util_map.png
Scale bar: 100 µm. 24 x 28 tiles, from black (low) to pale yellow (high), 0 to 100% covered.
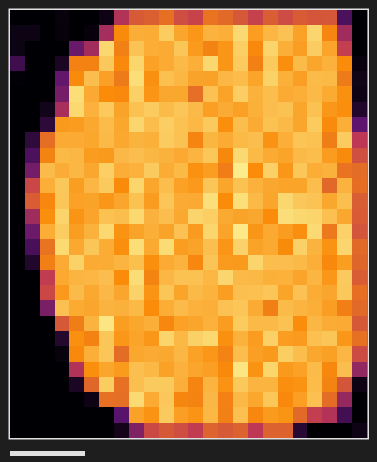
m1.png
Scale bar: 100 µm.
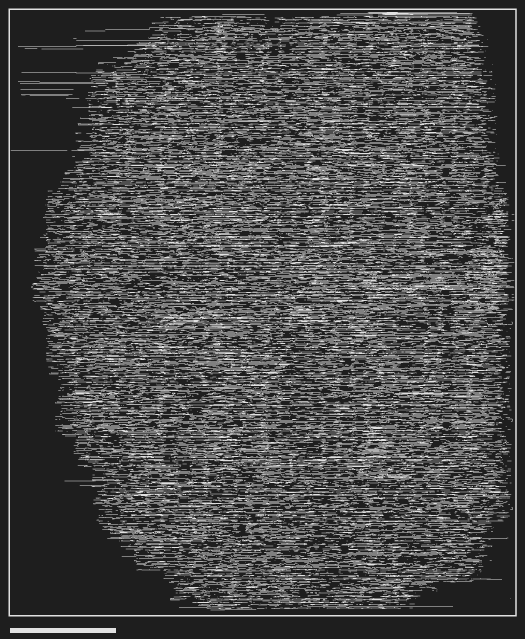
m2.png
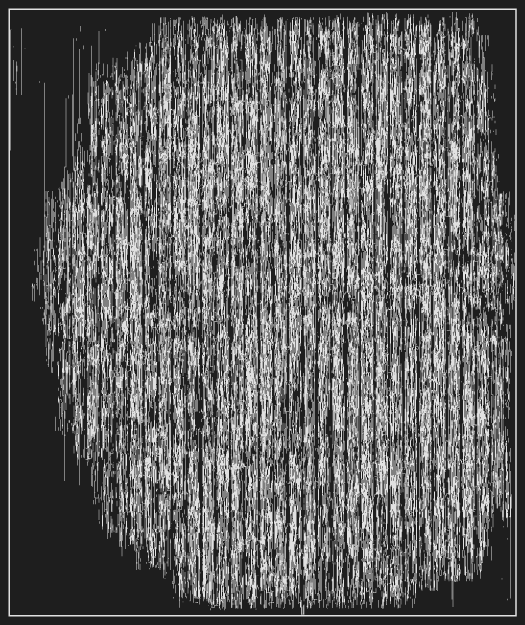
route_heat.png
Scale bar: 100 µm. 24 x 28 tiles, from black (low) to pale yellow (high), scaled to the fullest tile. Values are wire area over tile area, all layers added.
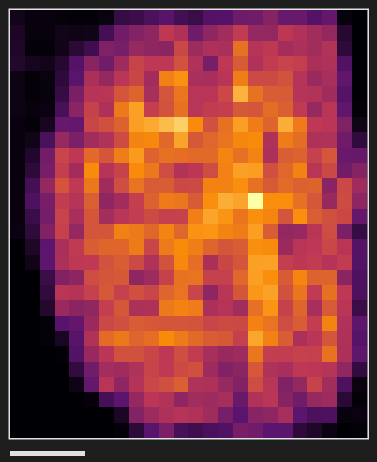
congestion_map.png
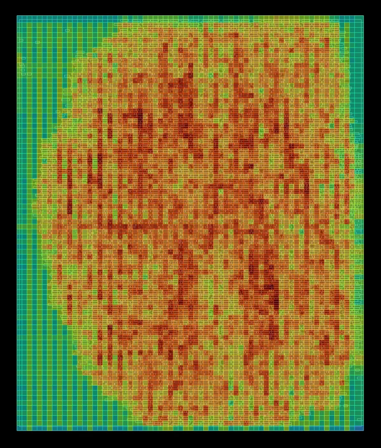
Design mem_io_bridge, sky130hd; sources not shown.
==> notes.md <==
Here are the numbers from the latest Yosys + OpenROAD run.

The clock latency reported for the late side of the worst-skew pair came out at 0.91 ns. The area of the chip came out at ~270,000 µm². The share of total power dissipated in sequential elements is 0.513. In the power breakdown, the internal column shows 69.0 mW. The share of async-settable or async-resettable flops after synthesis is 0. The final number of hold-violating endpoints is 0. The worst setup path is captured at a register. The post-synthesis sequential element count is around 4,200. The count of max-cap constraint violations came out at 0. The worst-path cell with the longest stage delay is sky130_fd_sc_hd__o41ai_1. Between the synthesized netlist and the finished layout, the area growth was recorded as 15.6%. The count of nets left with antenna violations once routing finished came out at 0. The share of total power dissipated in combinational logic is 0.103. The register area share after synthesis is 0.789. The H-tree depth came out at 5. The slew at the pin closest to its max-slew limit came out at 1.27 ns. Measured against its own limit, the worst slew margin works out to 0.156. The worst supply voltage drop on vdd is between 0.4 and 0.5 mV. The group that draws the most power in this run is sequential cells. The number of antenna violations at the first check in global routing is 15.

The number of flip-flops in the largest register is 4,096. Dividing the detail-routed via count by the number of cells gives 7.05. The data arrival at the endpoint of the critical path is 4.56 ns. The required time of the worst setup path came out at roughly 4.8 ns. The I/O pin total came out at about 80. The count of clock buffers in the final design is 454. The accumulated negative setup slack came out at 0 ns. The run finished with clean final reports. The final layout net count came out at 7,856. TritonCTS built the clock tree. Logic depth along the worst register-to-register path is recorded as 12. The clock-cell share of area is 0.0669. In this design, the largest share of critical-path delay is due to AND-OR/OR-AND gates. The floorplan die width is between 400 and 500 µm. Sequential cells placed in the final layout were counted as between 4,000 and 5,000. After clock tree synthesis, the setup repair step added 8 buffers.

Leaving out fill and tap cells, the most frequent cells in the layout are sky130_fd_sc_hd__edfxtp_1, sky130_fd_sc_hd__mux4_2, sky130_fd_sc_hd__buf_4, sky130_fd_sc_hd__a22oi_1, sky130_fd_sc_hd__clkbuf_16. Across all setup checks in the final design, the least slack found is 0.285 ns. Setup repair after global routing could not meet its margin everywhere. The highest clock rate this design can be run at is ~260 MHz. In this run, the number of DRC markers left after iteration 0 of detailed routing was 12,300.

Entering global routing, the biggest net connects about 140 pins. The hold slack came out at ~0.094 ns. Dividing the synthesized area by the synthesized cell count gives roughly 23 µm². The number of nets handed over by synthesis was 7,040.

The clock net sink count came out at 4,182. The worst setup timing slack at the placement stage came out at -0.718 ns. The Yosys step of the flow raised 6 warnings.

The final report gives the standard cell area, fillers excluded, as 183,000 µm². The amount of wire on met2 after detailed routing is just over 200,000 µm. The first global-routing pass estimated 602,000 µm of wire. The synthesis report lists the most area-consuming cells as sky130_fd_sc_hd__edfxtp_1, sky130_fd_sc_hd__mux4_2, sky130_fd_sc_hd__a22oi_1.

The inserted tap cell count is 3,415. The number of cells on the worst hold path is listed as 1. The switching portion of total power comes to 0.231. In the per-layer breakdown of the detailed-route log, met1 shows approximately 140,000 µm. The residual DRC count is 0.

The number of multi-input logic gates is 2,378. The placed cell count came out at 10,800. The type recorded for the worst min-delay path is in -> reg. The fill cell total of the finished layout is around 14,000.

The number of core rows came out at 205. Counting only logic cells after layout, the most numerous master is sky130_fd_sc_hd__edfxtp_1. In the final layout, the multi-input gates occupy between 30,000 and 40,000 µm².

Signal nets in the final route climb as high as met5. The starting density of the core came out at 0.605. The layout report gives the multi-input gate share of total cell area as 0.176. Walking the worst path, the cells encountered are nor2_4, mux2_8, buf_12, buf_12, buf_12, buf_12, mux4_2, a22oi_1, a21oi_1, o41ai_1, buf_4, nand4_1.
Back to the opening pictures, util_map.png:
65% of the tiles are over 75% full. 13% of the tiles are nearly empty. The fullest tile reaches 96%. The mean over all tiles is 66%. The emptiest ninth of the die: lower left.
final core occ: 0.700
core area: 261,000 µm²

Back to the opening pictures, m1.png:
The longest straight run is 101 µm. The layer carries 142 mm of wire. The wires run mostly horizontal. The layer holds 34% of the routed length.
total wire length after detailed routing: 419,000 µm
via count: 81,400

Back to the opening pictures, m2.png:
The layer holds 49% of the routed length. The layer carries 206 mm of wire. The longest straight run is 199 µm. 7,370 nets have wire on it.
GR Util met2: 0.494

Back to the opening pictures, route_heat.png:
The emptiest ninth of the die: lower left. The mean over all tiles is 0.27. The fullest tile reaches 0.64.
post-detailed-route wirelength per cell: 36.3 µm
Total GRT Usage: 0.313

Back to the opening pictures, congestion_map.png:
GR Util met3: 0.0658
busiest layer in global routing: met2
GR met1 Demand/Resource: 0.426

==> cells by family after synthesis <==
family / count (synthesis) / share of synthesized area
mux: 1042 / 0.147
compound gates: 874 / 0.0378
fa+ha+maj: 1 / 0.0000791
buf+inv: 442 / 0.0128
flops: 4182 / 0.789
xor+xnor: 9 / 0.000499
simple gates: 452 / 0.0128
==> cells in the mapped netlist, drive strengths merged (2+ instances only) <==
cell and instances:
edfxtp 4096, mux4 1024, a22oi 512, a21oi 272
nor2 262, clkbuf 257, buf 179, dfxtp 86
o41ai 64, nand2 40, nor3 39, nor2b 33
nand3 25, nand4 18, mux2 9, mux2i 9
o21ai 9, a221oi 8, nand2b 8, or3 7
inv 6, xor2 6, nor4 4, o2111ai 4
or2 4, and2 3, xnor2 3, and3 2
and4 2, nor4b 2, o211ai 2
Power and IR drop assume default switching activity.
